`src/rtl/hamm_secded_decoder_pipe_if.sv`:
```
// Read-data ECC bus bundle for hamm_secded_decoder_pipe: codeword input channel and decoded result channel.
interface hamm_secded_decoder_pipe_if #(
  parameter int unsigned DATA_W = 4
);
  // Smallest P with 2**P >= DATA_W+P+1
  function automatic int unsigned calc_p(input int unsigned dw);
    int unsigned p;
    p = 1;
    while ((32'd1 << p) < dw + p + 1) p++;
    return p;
  endfunction

  localparam int unsigned P      = calc_p(DATA_W);
  localparam int unsigned CODE_W = DATA_W + P + 1;
  localparam int unsigned POS_W  = $clog2(CODE_W);

  logic              in_valid;
  logic              in_ready;
  logic [CODE_W-1:0] in_code;
  logic              in_parity_type;
  logic              out_valid;
  logic              out_ready;
  logic [DATA_W-1:0] out_data;
  logic              out_single_err;
  logic              out_double_err;
  logic [POS_W-1:0]  out_err_pos;

  modport master (
    output in_valid, in_code, in_parity_type, out_ready,
    input  in_ready, out_valid, out_data, out_single_err, out_double_err, out_err_pos
  );

  modport slave (
    input  in_valid, in_code, in_parity_type, out_ready,
    output in_ready, out_valid, out_data, out_single_err, out_double_err, out_err_pos
  );
endinterface

```
`src/rtl/hamm_secded_decoder_pipe.sv`:
```
// Two-stage pipelined Hamming SECDED decoder with valid/ready flow control.
// Optional saturating error counters enabled by defining HAMM_ERR_CNT_EN.
module hamm_secded_decoder_pipe #(
  parameter int unsigned DATA_W = 4,
  parameter int unsigned CNT_W  = 16
) (
  input  logic                      clk,
  input  logic                      rst,
  hamm_secded_decoder_pipe_if.slave bus,
  input  logic                      cnt_clr,
  output logic [CNT_W-1:0]          corr_cnt,
  output logic [CNT_W-1:0]          uncorr_cnt
);
  function automatic int unsigned calc_p(input int unsigned dw);
    int unsigned p;
    p = 1;
    while ((32'd1 << p) < dw + p + 1) p++;
    return p;
  endfunction

  localparam int unsigned P      = calc_p(DATA_W);
  localparam int unsigned CODE_W = DATA_W + P + 1;
  localparam int unsigned POS_W  = $clog2(CODE_W);

  logic              s1_valid;
  logic [CODE_W-1:0] s1_code;
  logic [P-1:0]      s1_syn;
  logic              s1_ovr;
  logic [P-1:0]      syn_c;
  logic              ovr_c;
  logic              s2_load;

  assign s2_load      = !bus.out_valid || bus.out_ready;
  assign bus.in_ready = !s1_valid || s2_load;

  // Syndrome and overall check on the incoming word
  always_comb begin
    syn_c = '0;
    for (int k = 0; k < P; k++) begin
      syn_c[k] = bus.in_parity_type;
      for (int i = 1; i < CODE_W; i++) begin
        if (((i >> k) & 1) == 1) syn_c[k] = syn_c[k] ^ bus.in_code[i];
      end
    end
    ovr_c = (^bus.in_code) ^ bus.in_parity_type;
  end

  always_ff @(posedge clk) begin
    if (rst) begin
      s1_valid <= 1'b0;
      s1_code  <= '0;
      s1_syn   <= '0;
      s1_ovr   <= 1'b0;
    end else if (bus.in_ready) begin
      s1_valid <= bus.in_valid;
      if (bus.in_valid) begin
        s1_code <= bus.in_code;
        s1_syn  <= syn_c;
        s1_ovr  <= ovr_c;
      end
    end
  end

  logic [CODE_W-1:0] fixed_c;
  logic [DATA_W-1:0] data_c;
  logic              single_c;
  logic              double_c;
  logic [POS_W-1:0]  pos_c;
  logic              syn_nz;
  logic              syn_in_range;

  assign syn_nz       = |s1_syn;
  assign syn_in_range = {1'b0, s1_syn} < (P+1)'(CODE_W);

  // Classify, correct and extract data (out-of-range syndrome with odd overall is uncorrectable)
  always_comb begin
    int unsigned j;
    j        = 0;
    single_c = 1'b0;
    double_c = 1'b0;
    pos_c    = '0;
    fixed_c  = s1_code;
    data_c   = '0;
    if (s1_ovr) begin
      if (!syn_nz) begin
        single_c = 1'b1;
      end else if (syn_in_range) begin
        single_c        = 1'b1;
        pos_c           = POS_W'(s1_syn);
        fixed_c[pos_c]  = ~s1_code[pos_c];
      end else begin
        double_c = 1'b1;
      end
    end else if (syn_nz) begin
      double_c = 1'b1;
    end
    for (int i = 1; i < CODE_W; i++) begin
      if ((i & (i - 1)) != 0) begin
        data_c[j] = fixed_c[i];
        j++;
      end
    end
  end

  always_ff @(posedge clk) begin
    if (rst) begin
      bus.out_valid      <= 1'b0;
      bus.out_data       <= '0;
      bus.out_single_err <= 1'b0;
      bus.out_double_err <= 1'b0;
      bus.out_err_pos    <= '0;
    end else if (s2_load) begin
      bus.out_valid <= s1_valid;
      if (s1_valid) begin
        bus.out_data       <= data_c;
        bus.out_single_err <= single_c;
        bus.out_double_err <= double_c;
        bus.out_err_pos    <= pos_c;
      end
    end
  end

`ifdef HAMM_ERR_CNT_EN
  logic out_acc_c;
  assign out_acc_c = bus.out_valid && bus.out_ready;

  // Saturating counters; clear wins over a same-cycle increment
  always_ff @(posedge clk) begin
    if (rst || cnt_clr) begin
      corr_cnt   <= '0;
      uncorr_cnt <= '0;
    end else if (out_acc_c) begin
      if (bus.out_single_err && !(&corr_cnt))   corr_cnt   <= corr_cnt + CNT_W'(1);
      if (bus.out_double_err && !(&uncorr_cnt)) uncorr_cnt <= uncorr_cnt + CNT_W'(1);
    end
  end
`else
  logic unused_cnt_clr;
  assign unused_cnt_clr = cnt_clr;
  assign corr_cnt       = '0;
  assign uncorr_cnt     = '0;
`endif
endmodule
```
`src/flat_wrapper.sv`:
```
// flat-port wrapper written by rule: the top's interface ports become plain ports
module hamm_secded_decoder_pipe_flat 
#(
  parameter int unsigned DATA_W = 4,
  parameter int unsigned CNT_W  = 16
)
  (clk, rst, cnt_clr, corr_cnt, uncorr_cnt, bus_in_valid, bus_in_code, bus_in_parity_type, bus_out_ready, bus_in_ready, bus_out_valid, bus_out_data, bus_out_single_err, bus_out_double_err, bus_out_err_pos);
  hamm_secded_decoder_pipe_if #(.DATA_W(DATA_W)) bus_i ();
  input  logic clk;
  input  logic rst;
  input  logic cnt_clr;
  output logic [CNT_W-1:0] corr_cnt;
  output logic [CNT_W-1:0] uncorr_cnt;
  input wire logic [$bits(bus_i.in_valid)-1:0] bus_in_valid;
  input wire logic [$bits(bus_i.in_code)-1:0] bus_in_code;
  input wire logic [$bits(bus_i.in_parity_type)-1:0] bus_in_parity_type;
  input wire logic [$bits(bus_i.out_ready)-1:0] bus_out_ready;
  output wire logic [$bits(bus_i.in_ready)-1:0] bus_in_ready;
  output wire logic [$bits(bus_i.out_valid)-1:0] bus_out_valid;
  output wire logic [$bits(bus_i.out_data)-1:0] bus_out_data;
  output wire logic [$bits(bus_i.out_single_err)-1:0] bus_out_single_err;
  output wire logic [$bits(bus_i.out_double_err)-1:0] bus_out_double_err;
  output wire logic [$bits(bus_i.out_err_pos)-1:0] bus_out_err_pos;
  assign bus_i.in_valid = bus_in_valid;
  assign bus_i.in_code = bus_in_code;
  assign bus_i.in_parity_type = bus_in_parity_type;
  assign bus_i.out_ready = bus_out_ready;
  assign bus_in_ready = bus_i.in_ready;
  assign bus_out_valid = bus_i.out_valid;
  assign bus_out_data = bus_i.out_data;
  assign bus_out_single_err = bus_i.out_single_err;
  assign bus_out_double_err = bus_i.out_double_err;
  assign bus_out_err_pos = bus_i.out_err_pos;
  hamm_secded_decoder_pipe #(.DATA_W(DATA_W), .CNT_W(CNT_W)) u_core (.clk(clk), .rst(rst), .bus(bus_i), .cnt_clr(cnt_clr), .corr_cnt(corr_cnt), .uncorr_cnt(uncorr_cnt));
endmodule
```
`config.mk`:
```
export PLATFORM = sky130hd
export DESIGN_NAME = hamm_secded_decoder_pipe_flat
export DESIGN_NICKNAME = d
export VERILOG_FILES = /design/src/rtl/hamm_secded_decoder_pipe_if.sv /design/src/rtl/hamm_secded_decoder_pipe.sv /design/src/flat_wrapper.sv
export SDC_FILE = /design/constraint.sdc
export NUM_CORES = 1
export LEC_CHECK = 0
export CORE_MARGIN = 1.5
export CORE_UTILIZATION = 25
export CTS_BUF_LIST = sky130_fd_sc_hd__clkbuf_16
export CTS_CLUSTER_SIZE = 12
export DETAILED_ROUTE_END_ITERATION = 10
export PLACE_DENSITY = 0.56
export SETUP_SLACK_MARGIN = 0.5
export SKIP_LAST_GASP = 1
export SLEW_MARGIN = 20
export SYNTH_ARGS = -nofsm -noshare
export SYNTH_HDL_FRONTEND = slang
export SYNTH_SLANG_ARGS = --single-unit
```
`constraint.sdc`:
```
create_clock -name clk -period 2.8 [get_ports clk]
set_clock_uncertainty 0.2 [all_clocks]
set_input_delay 0.42 -clock clk [delete_from_list [all_inputs] [get_ports clk]]
set_output_delay 0.42 -clock clk [all_outputs]
set_load 0.05 [all_outputs]
```
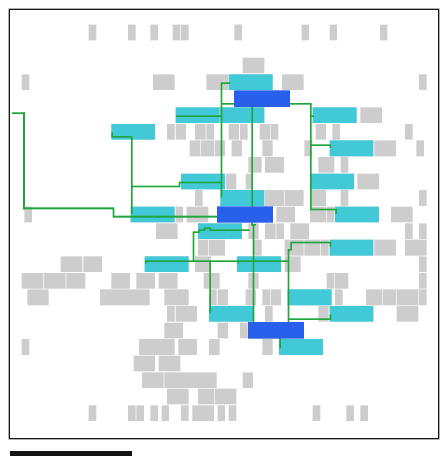
*Clock wires, drivers and flops*
Scale bar: 20 µm.
- green: clock wires (length 274 µm)
- blue: clock-net drivers (count 3)
- cyan: flip-flops (count 19)
- routed clock nets: 4

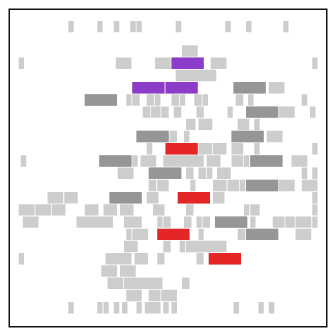
*Sequential cells grouped by signal name*
- purple: `u_core.bus.out_err_pos` (sequential cells 3)
- red: `u_core.s1_code` (sequential cells 4)

==> reports/qor.json <==
{
  "num-multi-input-gates": {"value": 104},
  "worst_setup_hold_path_clk_slew": {"value": 0.06, "unit": "ns"},
  "openroad.warnings": {"value": 27},
  "cts-hold-fix-buffers": {"value": 0},
  "antenna_found_initial": {"value": 0},
  "route.layer.met1.wl": {"value": 918, "unit": "µm"},
  "max_freq": {"value": 470, "unit": "MHz"},
  "timing_hold_violations_final": {"value": 0},
  "postSynth.asyncResetShare": {"value": 0},
  "synth_flops": {"value": 19},
  "power_share_of_the_sequential_group": {"value": 0.373},
  "critical_path_peak_fanout": {"value": 3},
  "synth-area-yosys": {"value": 1130, "unit": "µm²"},
  "well_tap_count": {"value": 52},
  "layout-area-overhead-vs-synth": {"value": 21.0, "unit": "%"},
  "dr.first_iter.drc_count": {"value": 24},
  "final-max-slew-violation-count": {"value": 0},
  "irDropWorstVdd": {"value": 0.194, "unit": "mV"},
  "critical-path-top-delay-family": {"value": "XOR/XNOR gates"},
  "wl_per_cell": {"value": 9.41, "unit": "µm"},
  "highest_count_cells_in_the_layout_ignoring_fill_and_taps": {"value": "32 x sky130_fd_sc_hd__conb_1, 22 x sky130_fd_sc_hd__clkdlybuf4s50_1, 19 x sky130_fd_sc_hd__dfxtp_1, 12 x sky130_fd_sc_hd__nand2_1, 11 x sky130_fd_sc_hd__a21oi_1"},
  "pwr.group.sequential": {"value": 314, "unit": "µW"},
  "gpl.final_weighted_congestion": {"value": 0.753},
  "rows": {"value": 24},
  "dpl.hpwl": {"value": 1500, "unit": "µm"},
  "finish.cell_count_without_fillers": {"value": 206},
  "ys_seq_share": {"value": 0.336},
  "synth-edff-count": {"value": 0},
  "status": {"value": "finished clean"},
  "grt_use_total": {"value": 0.0797},
  "power-per-cell-area": {"value": 613, "unit": "nW/µm²"},
  "critPathRequiredTime": {"value": 2.79, "unit": "ns"},
  "layout.cells.most_common": {"value": "sky130_fd_sc_hd__conb_1"},
  "clock_root_buffer": {"value": "sky130_fd_sc_hd__clkbuf_16"},
  "met2_wirelength": {"value": 859, "unit": "µm"},
  "met3_wirelength": {"value": 128, "unit": "µm"},
  "cts-buffers-inserted": {"value": 3},
  "wl": {"value": 1940, "unit": "µm"},
  "final-comb-area": {"value": 596, "unit": "µm²"},
  "design.core.area": {"value": 4350, "unit": "µm²"},
  "signal_buffer_area_fraction": {"value": 0.177},
  "critPathMaxStageDelay": {"value": 0.51, "unit": "ns"},
  "setup_ws": {"value": 0.673, "unit": "ns"},
  "worst_hold_path_type": {"value": "flop to flop"},
  "crit_path_cell_trace": {"value": "clkdlybuf4s50_1 > xnor3_2 > xnor2_1 > or4_1 > nand3_1"},
  "static-leakage-power": {"value": 0.000563, "unit": "µW"},
  "slew-limit-headroom": {"value": 0.668},
  "final_layout_size_suffix_gt1_frac": {"value": 0.0584},
  "ctsHtreeMaxLevel": {"value": 1},
  "pin_count": {"value": 57},
  "grt_remaining_overflow": {"value": 0},
  "globalRouteMet3Util": {"value": 0.0231},
  "comb_cell_power": {"value": 233, "unit": "µW"},
  "largest_net_degree_at_the_start_of_global_routing": {"value": 21},
  "postSynthAreaPerCell": {"value": 8.52, "unit": "µm²"},
  "cellInternalPower": {"value": 549, "unit": "µW"},
  "swShare": {"value": 0.347},
  "ys_dominant_reg_cell": {"value": "sky130_fd_sc_hd__dfxtp_1"},
  "worst_margin_pin_slew": {"value": 0.497, "unit": "ns"},
  "drtPass1Iterations": {"value": 4},
  "p_sw": {"value": 292, "unit": "µW"},
  "grt_first_pass_wirelength": {"value": 3100, "unit": "µm"}
}
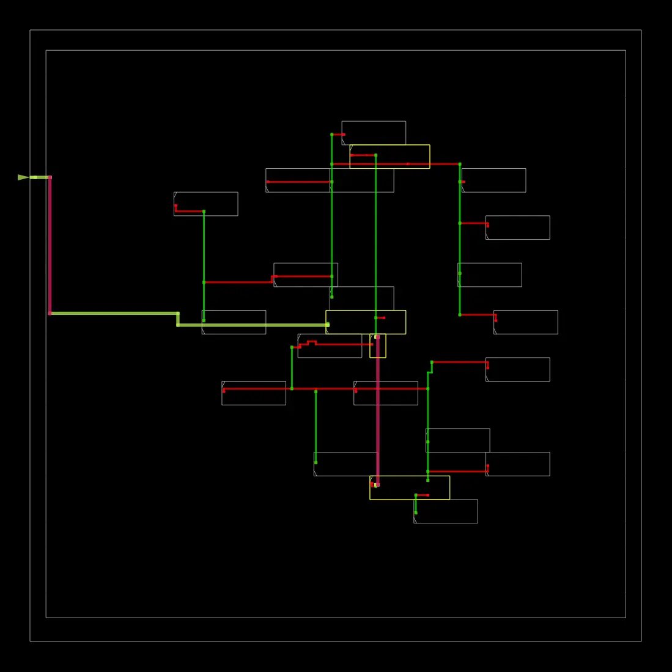
*Clock routing*
clock group total power: 295 µW
TritonCTS Sinks: 19
source-to-sink clock delay at the later pin of the worst-skew pair: 0.25 ns
# clk buffers: 3

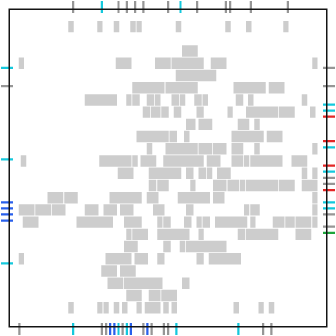
*Pin placement*
Pins as bars across the die edge, other pins in gray.
- green: `bus_out_valid` (pins 1; direction output; edge right)
- cyan: `corr_cnt` (pins 16; direction output; edge 6 right, 5 bottom, 3 left, 2 top)
- red: `bus_out_data` (pins 4; direction output; edge right)
- blue: `bus_in_code` (pins 8; direction input; edge 4 left, 4 bottom)

## registers in the layout, summed over array words and instances, names as in the netlist
register	count
u_core.bus.out_err_pos	3
u_core.s1_syn	3
u_core.bus.out_data	4
u_core.s1_ovr	1
u_core.s1_code	4
u_core.bus.out_double_err	1
u_core.bus.out_valid	1
u_core.s1_valid	1
u_core.bus.out_single_err	1
## synth_stat cells, drive strengths merged, types with 3 or more instances
| master | number | area, µm² |
|---|---|---|
| nand3 | 9 | 45.0 |
| xor2 | 7 | 68.8 |
| xnor2 | 5 | 43.8 |
| buf | 32 | 240 |
| nand2 | 12 | 45.0 |
| clkbuf | 7 | 26.3 |
| dfxtp | 19 | 380 |
| nor2 | 8 | 30.0 |
| a21oi | 11 | 55.1 |
| mux2i | 3 | 30.0 |
| a211oi | 4 | 30.0 |
## path summary, 6_finish.rpt
kind / start / end / cells after the start
max reg2reg: u_core.s1_valid$_SDFFE_PP0N_ / u_core.s1_ovr$_SDFFE_PP0P_ / 4
max: bus_in_code[7] / u_core.s1_ovr$_SDFFE_PP0P_ / 5
min reg2reg: u_core.bus.out_single_err$_SDFFE_PP0P_ / u_core.bus.out_single_err$_SDFFE_PP0P_ / 2
min: u_core.bus.out_single_err$_SDFFE_PP0P_ / u_core.bus.out_single_err$_SDFFE_PP0P_ / 2
## kinds of logic (layout without fill, tap and decap cells)
kind of cell,after synthesis,after routing,share of synthesized area
buffers and inverters,41,31,0.242
AND/OR/NAND/NOR,40,40,0.178
flip-flops,19,19,0.336
AND-OR/OR-AND,15,15,0.0751
XOR/XNOR,14,14,0.140
multiplexers,3,3,0.0265
other,1,32,0.00331
## metrics by stage
stage,hold slack [ns],util
after floorplan,0.248,-
after detailed placement,0.248,0.297
final,0.253,0.315
after CTS,0.256,0.315
after global routing,0.270,0.315
after global placement,0.247,0.297
Power is estimated from default activity; no workload was simulated.
